==> images/met3.png <==
(3 px per um) Cells faint in the background.
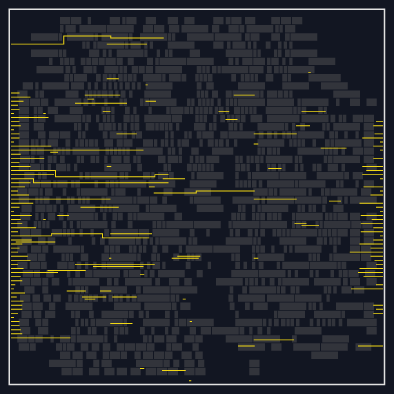
==> images/drive_strength.png <==
(2 px per um)
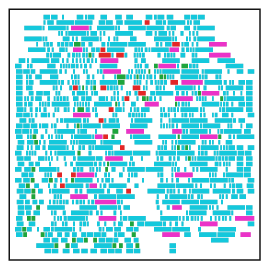
**config.mk**
```make
export PLATFORM = sky130hd
export DESIGN_NAME = pipeline_debug_ctrl
export DESIGN_NICKNAME = d
export VERILOG_FILES = /design/src/rtl/pipeline_debug_ctrl.sv
export SDC_FILE = /design/constraint.sdc
export NUM_CORES = 1
export LEC_CHECK = 0
export ABC_AREA = 1
export CAP_MARGIN = 10
export CORE_MARGIN = 2
export CORE_UTILIZATION = 46
export CTS_CLUSTER_DIAMETER = 120
export DETAILED_ROUTE_END_ITERATION = 8
export GPL_TIMING_DRIVEN = 0
export PLACE_DENSITY = 0.75
export SETUP_SLACK_MARGIN = 0.2
export SKIP_LAST_GASP = 1
export SLEW_MARGIN = 20
export SYNTH_ARGS = -nofsm -noshare
export SYNTH_HDL_FRONTEND = slang
export SYNTH_SLANG_ARGS = --single-unit
```
**constraint.sdc**
```tcl
create_clock -name clock -period 4.6 [get_ports clock]
set_input_delay 0.92 -clock clock [delete_from_list [all_inputs] [get_ports clock]]
set_output_delay 0.92 -clock clock [all_outputs]
set_load 0.02 [all_outputs]
```
**src/rtl/pipeline_debug_ctrl.sv**
```systemverilog
// Debug-unit sequencer: turns a UART byte command stream into instruction-memory loads,
// run/step control of the pipeline, and a byte-serial dump of PC, cycles, registers and memory.
module pipeline_debug_ctrl #(
  parameter int                  NB_DATA     = 32,
  parameter int                  NB_BYTE     = 8,
  parameter int                  ADDR_WIDTH  = 7,
  parameter int                  NB_REG      = 5,
  parameter int                  N_REGS      = 32,
  parameter int                  N_MEM_WORDS = 32,
  parameter logic [NB_DATA-1:0]  HALT_WORD   = 32'hFC000000
) (
  input  logic                  clock,
  input  logic                  i_reset,
  input  logic [NB_BYTE-1:0]    i_rx_data,
  input  logic                  i_rx_valid,
  output logic [NB_BYTE-1:0]    o_tx_data,
  output logic                  o_tx_valid,
  input  logic                  i_tx_ready,
  input  logic                  i_halt,
  input  logic [ADDR_WIDTH-1:0] i_pc,
  input  logic [ADDR_WIDTH-1:0] i_count_cycles,
  input  logic [NB_DATA-1:0]    i_reg_data,
  input  logic [NB_DATA-1:0]    i_mem_data,
  output logic                  o_debug_unit,
  output logic [NB_DATA-1:0]    o_inst_load,
  output logic [ADDR_WIDTH-1:0] o_addr_inst_load,
  output logic                  o_en_write,
  output logic                  o_enable_pipe,
  output logic                  o_en_read,
  output logic [NB_REG-1:0]     o_addr_debug_unit,
  output logic [ADDR_WIDTH-1:0] o_addr_mem_debug_unit,
  output logic                  o_ctrl_read_debug_reg,
  output logic                  o_ctrl_addr_debug_mem
);

  localparam int N_WORDS = 2 + N_REGS + N_MEM_WORDS;
  localparam int IDX_W   = $clog2(N_WORDS);
  localparam int BPW     = NB_DATA / NB_BYTE;
  localparam int BCNT_W  = (BPW > 1) ? $clog2(BPW) : 1;
  localparam int REST_W  = NB_DATA - NB_BYTE;

  localparam logic [NB_BYTE-1:0]    CMD_LOAD  = NB_BYTE'(8'h4C);
  localparam logic [NB_BYTE-1:0]    CMD_RUN   = NB_BYTE'(8'h52);
  localparam logic [NB_BYTE-1:0]    CMD_STEP  = NB_BYTE'(8'h53);
  localparam logic [ADDR_WIDTH-1:0] LAST_ADDR = {ADDR_WIDTH{1'b1}};
  localparam logic [BCNT_W-1:0]     LAST_BYTE = BCNT_W'(BPW - 1);
  localparam logic [IDX_W-1:0]      LAST_IDX  = IDX_W'(N_WORDS - 1);
  localparam logic [IDX_W-1:0]      REG_BASE  = IDX_W'(2);
  localparam logic [IDX_W-1:0]      MEM_BASE  = IDX_W'(2 + N_REGS);

  typedef enum logic [2:0] {
    ST_IDLE    = 3'd0,
    ST_LOAD    = 3'd1,
    ST_WRITE   = 3'd2,
    ST_RUN     = 3'd3,
    ST_STEP    = 3'd4,
    ST_DUMP_RD = 3'd5,
    ST_DUMP_TX = 3'd6
  } state_t;

  state_t              state_r;
  logic [REST_W-1:0]   word_r;
  logic [BCNT_W-1:0]   byte_cnt_r;
  logic                halted_r;
  logic [IDX_W-1:0]    dump_idx_r;
  logic                rd_wait_r;
  logic [REST_W-1:0]   tx_rest_r;

  logic [NB_DATA-1:0]  load_word_s;
  logic [NB_DATA-1:0]  cap_word_s;
  logic [IDX_W-1:0]    nxt_idx_s;
  logic [IDX_W-1:0]    reg_off_s;
  logic [IDX_W-1:0]    mem_off_s;
  logic                nxt_is_reg_s;
  logic                nxt_is_mem_s;

  // Incoming instruction bytes are shifted in MSB first; the 4th byte completes the word.
  assign load_word_s = {word_r, i_rx_data};

  // Word source for the dump slot currently being read, and address decode of the next slot.
  always_comb begin
    cap_word_s   = i_mem_data;
    nxt_idx_s    = dump_idx_r + IDX_W'(1);
    reg_off_s    = nxt_idx_s - REG_BASE;
    mem_off_s    = nxt_idx_s - MEM_BASE;
    nxt_is_reg_s = (nxt_idx_s >= REG_BASE) && (nxt_idx_s < MEM_BASE);
    nxt_is_mem_s = (nxt_idx_s >= MEM_BASE);
    if (dump_idx_r == IDX_W'(0)) begin
      cap_word_s = NB_DATA'(i_pc);
    end else if (dump_idx_r == IDX_W'(1)) begin
      cap_word_s = NB_DATA'(i_count_cycles);
    end else if (o_ctrl_read_debug_reg) begin
      cap_word_s = i_reg_data;
    end else begin
      cap_word_s = i_mem_data;
    end
  end

  // Sequencer FSM with every pipeline/UART control output registered.
  always_ff @(posedge clock or negedge i_reset) begin
    if (!i_reset) begin
      state_r               <= ST_IDLE;
      word_r                <= '0;
      byte_cnt_r            <= '0;
      halted_r              <= 1'b0;
      dump_idx_r            <= '0;
      rd_wait_r             <= 1'b0;
      tx_rest_r             <= '0;
      o_tx_data             <= '0;
      o_tx_valid            <= 1'b0;
      o_debug_unit          <= 1'b0;
      o_inst_load           <= '0;
      o_addr_inst_load      <= '0;
      o_en_write            <= 1'b0;
      o_enable_pipe         <= 1'b0;
      o_en_read             <= 1'b0;
      o_addr_debug_unit     <= '0;
      o_addr_mem_debug_unit <= '0;
      o_ctrl_read_debug_reg <= 1'b0;
      o_ctrl_addr_debug_mem <= 1'b0;
    end else begin
      o_en_write <= 1'b0;
      case (state_r)
        ST_IDLE: begin
          if (i_rx_valid) begin
            if (i_rx_data == CMD_LOAD) begin
              state_r          <= ST_LOAD;
              o_debug_unit     <= 1'b1;
              o_addr_inst_load <= '0;
              halted_r         <= 1'b0;
              byte_cnt_r       <= '0;
            end else if (i_rx_data == CMD_RUN) begin
              state_r       <= ST_RUN;
              o_enable_pipe <= ~halted_r;
              o_en_read     <= ~halted_r;
            end else if (i_rx_data == CMD_STEP) begin
              state_r       <= ST_STEP;
              o_enable_pipe <= ~halted_r;
              o_en_read     <= ~halted_r;
            end else begin
              state_r <= ST_IDLE;
            end
          end
        end

        ST_LOAD: begin
          if (i_rx_valid) begin
            word_r <= load_word_s[REST_W-1:0];
            if (byte_cnt_r == LAST_BYTE) begin
              byte_cnt_r  <= '0;
              o_inst_load <= load_word_s;
              o_en_write  <= 1'b1;
              state_r     <= ST_WRITE;
            end else begin
              byte_cnt_r <= byte_cnt_r + BCNT_W'(1);
            end
          end
        end

        ST_WRITE: begin
          if ((o_inst_load == HALT_WORD) || (o_addr_inst_load == LAST_ADDR)) begin
            o_debug_unit <= 1'b0;
            state_r      <= ST_IDLE;
          end else begin
            o_addr_inst_load <= o_addr_inst_load + ADDR_WIDTH'(1);
            state_r          <= ST_LOAD;
          end
        end

        ST_RUN: begin
          if (halted_r) begin
            dump_idx_r <= '0;
            rd_wait_r  <= 1'b0;
            state_r    <= ST_DUMP_RD;
          end else if (i_halt) begin
            o_enable_pipe <= 1'b0;
            o_en_read     <= 1'b0;
            halted_r      <= 1'b1;
            dump_idx_r    <= '0;
            rd_wait_r     <= 1'b0;
            state_r       <= ST_DUMP_RD;
          end
        end

        ST_STEP: begin
          // The pulse was issued on entry only when not halted, so o_enable_pipe marks it.
          if (o_enable_pipe && i_halt) begin
            halted_r <= 1'b1;
          end
          o_enable_pipe <= 1'b0;
          o_en_read     <= 1'b0;
          dump_idx_r    <= '0;
          rd_wait_r     <= 1'b0;
          state_r       <= ST_DUMP_RD;
        end

        ST_DUMP_RD: begin
          if (!rd_wait_r) begin
            rd_wait_r <= 1'b1;
          end else begin
            tx_rest_r             <= cap_word_s[REST_W-1:0];
            o_tx_data             <= cap_word_s[NB_DATA-1 -: NB_BYTE];
            o_tx_valid            <= 1'b1;
            byte_cnt_r            <= '0;
            o_ctrl_read_debug_reg <= 1'b0;
            o_ctrl_addr_debug_mem <= 1'b0;
            state_r               <= ST_DUMP_TX;
          end
        end

        ST_DUMP_TX: begin
          if (i_tx_ready) begin
            if (byte_cnt_r == LAST_BYTE) begin
              o_tx_valid <= 1'b0;
              byte_cnt_r <= '0;
              if (dump_idx_r == LAST_IDX) begin
                state_r <= ST_IDLE;
              end else begin
                dump_idx_r            <= nxt_idx_s;
                rd_wait_r             <= 1'b0;
                o_ctrl_read_debug_reg <= nxt_is_reg_s;
                o_ctrl_addr_debug_mem <= nxt_is_mem_s;
                if (nxt_is_reg_s) begin
                  o_addr_debug_unit <= NB_REG'(reg_off_s);
                end
                if (nxt_is_mem_s) begin
                  o_addr_mem_debug_unit <= ADDR_WIDTH'(mem_off_s);
                end
                state_r <= ST_DUMP_RD;
              end
            end else begin
              byte_cnt_r <= byte_cnt_r + BCNT_W'(1);
              o_tx_data  <= tx_rest_r[REST_W-1 -: NB_BYTE];
              tx_rest_r  <= {tx_rest_r[REST_W-NB_BYTE-1:0], {NB_BYTE{1'b0}}};
            end
          end
        end

        default: begin
          o_enable_pipe         <= 1'b0;
          o_en_read             <= 1'b0;
          o_tx_valid            <= 1'b0;
          o_ctrl_read_debug_reg <= 1'b0;
          o_ctrl_addr_debug_mem <= 1'b0;
          state_r               <= ST_IDLE;
        end
      endcase
    end
  end

endmodule

```
==> notes.md <==
run results: Hold Crit Class in2async, bufs w/o clock between 150 and 200, yosys warns 0, Rel. slew slack 0.6603, global-route wire length before repair 29.39 mm, outcome complete, no violations, biggest area consumer among synthesized cells dfrtp_1, area share, top type 0.4751, biggest regs o_inst_load: 32 flops, tx_rest_r: 24 flops, word_r: 24 flops, Syn Area/Cell 7.662 sq um, fin cells 1247, htree depth 4, CTS clk-pin slew, worst paths roughly 50 ps, worst setup margin 2179 ps, most common cell in the synthesized netlist nand2_1, CP startpoint o_en_read, largest net degree at the start of global routing a little under 80, Storage cell area 0.003178 sq mm, Late-Pin Clk Latency roughly 420 ps, Top class by area registers, number of enable flip-flop cells 0, Setup crit end o_enable_pipe, final setup TNS 0 ps, post-synthesis cell area 0.006689 sq mm, Seq/Total Area, Yosys 0.4751, internal power 2.987 mW, RSZ-0062 raised after global routing false, chip width 124.6 um, cells after synthesis 873, Flop+latch power 1.64 mW, Clk power 1.40 mW, Tap Cells 184, worst r2r dst o_addr_debug_unit[1], Cells after DPL 1214, final worst path period share 0.5263, CTS tree yes, maximum VDD drop approximately 0.00028 V, minimum clock period 2421 ps, final setup fails 0, Std-Cell Rows 44, Filler Cell Count 1260, drt via density approximately 5.1, post-synthesis net count just under 1000, layout cells sized above 1 0.09699, ys flops ~130, Synth Flop Type dfrtp_1
About met3.png:
nets with wire on the layer	133
main direction	horizontal
longest straight run	44.9 um

About drive_strength.png:
colour	size	cells	share
cyan	drive 1 or less	959	90%
magenta	drive 6 and up	29	2.7%
red	drive 3 to 4	19	1.8%
green	drive 2	55	5.2%

==> cell families (layout without fill, tap and decap cells) <==
group / after synthesis / after routing / share of synthesized area
AND-OR/OR-AND: 164 / 164 / 0.1356
adder cells (fa/ha/maj): 7 / 7 / 0.01309
XOR/XNOR: 6 / 6 / 0.007858
AND/OR/NAND/NOR: 450 / 450 / 0.2920
flip-flops: 127 / 127 / 0.4751
buffers and inverters: 119 / 308 / 0.07632
other: 0 / 1 / 0
==> worst max-delay path, stage by stage (launching register included) <==
cell and delay [ps]:
dfrtp_1 380, buf_4 120, clkdlybuf4s50_1 590
==> metal layers <==
layer,GRT usage,up-vias,wire length [um]
met5,0,-,0
met3,0.06186,29,1078
li1,-,3187,-
met2,0.3873,187,8491
met1,0.2946,2971,7673
met4,0.08394,0,352
Power and IR drop assume default switching activity.
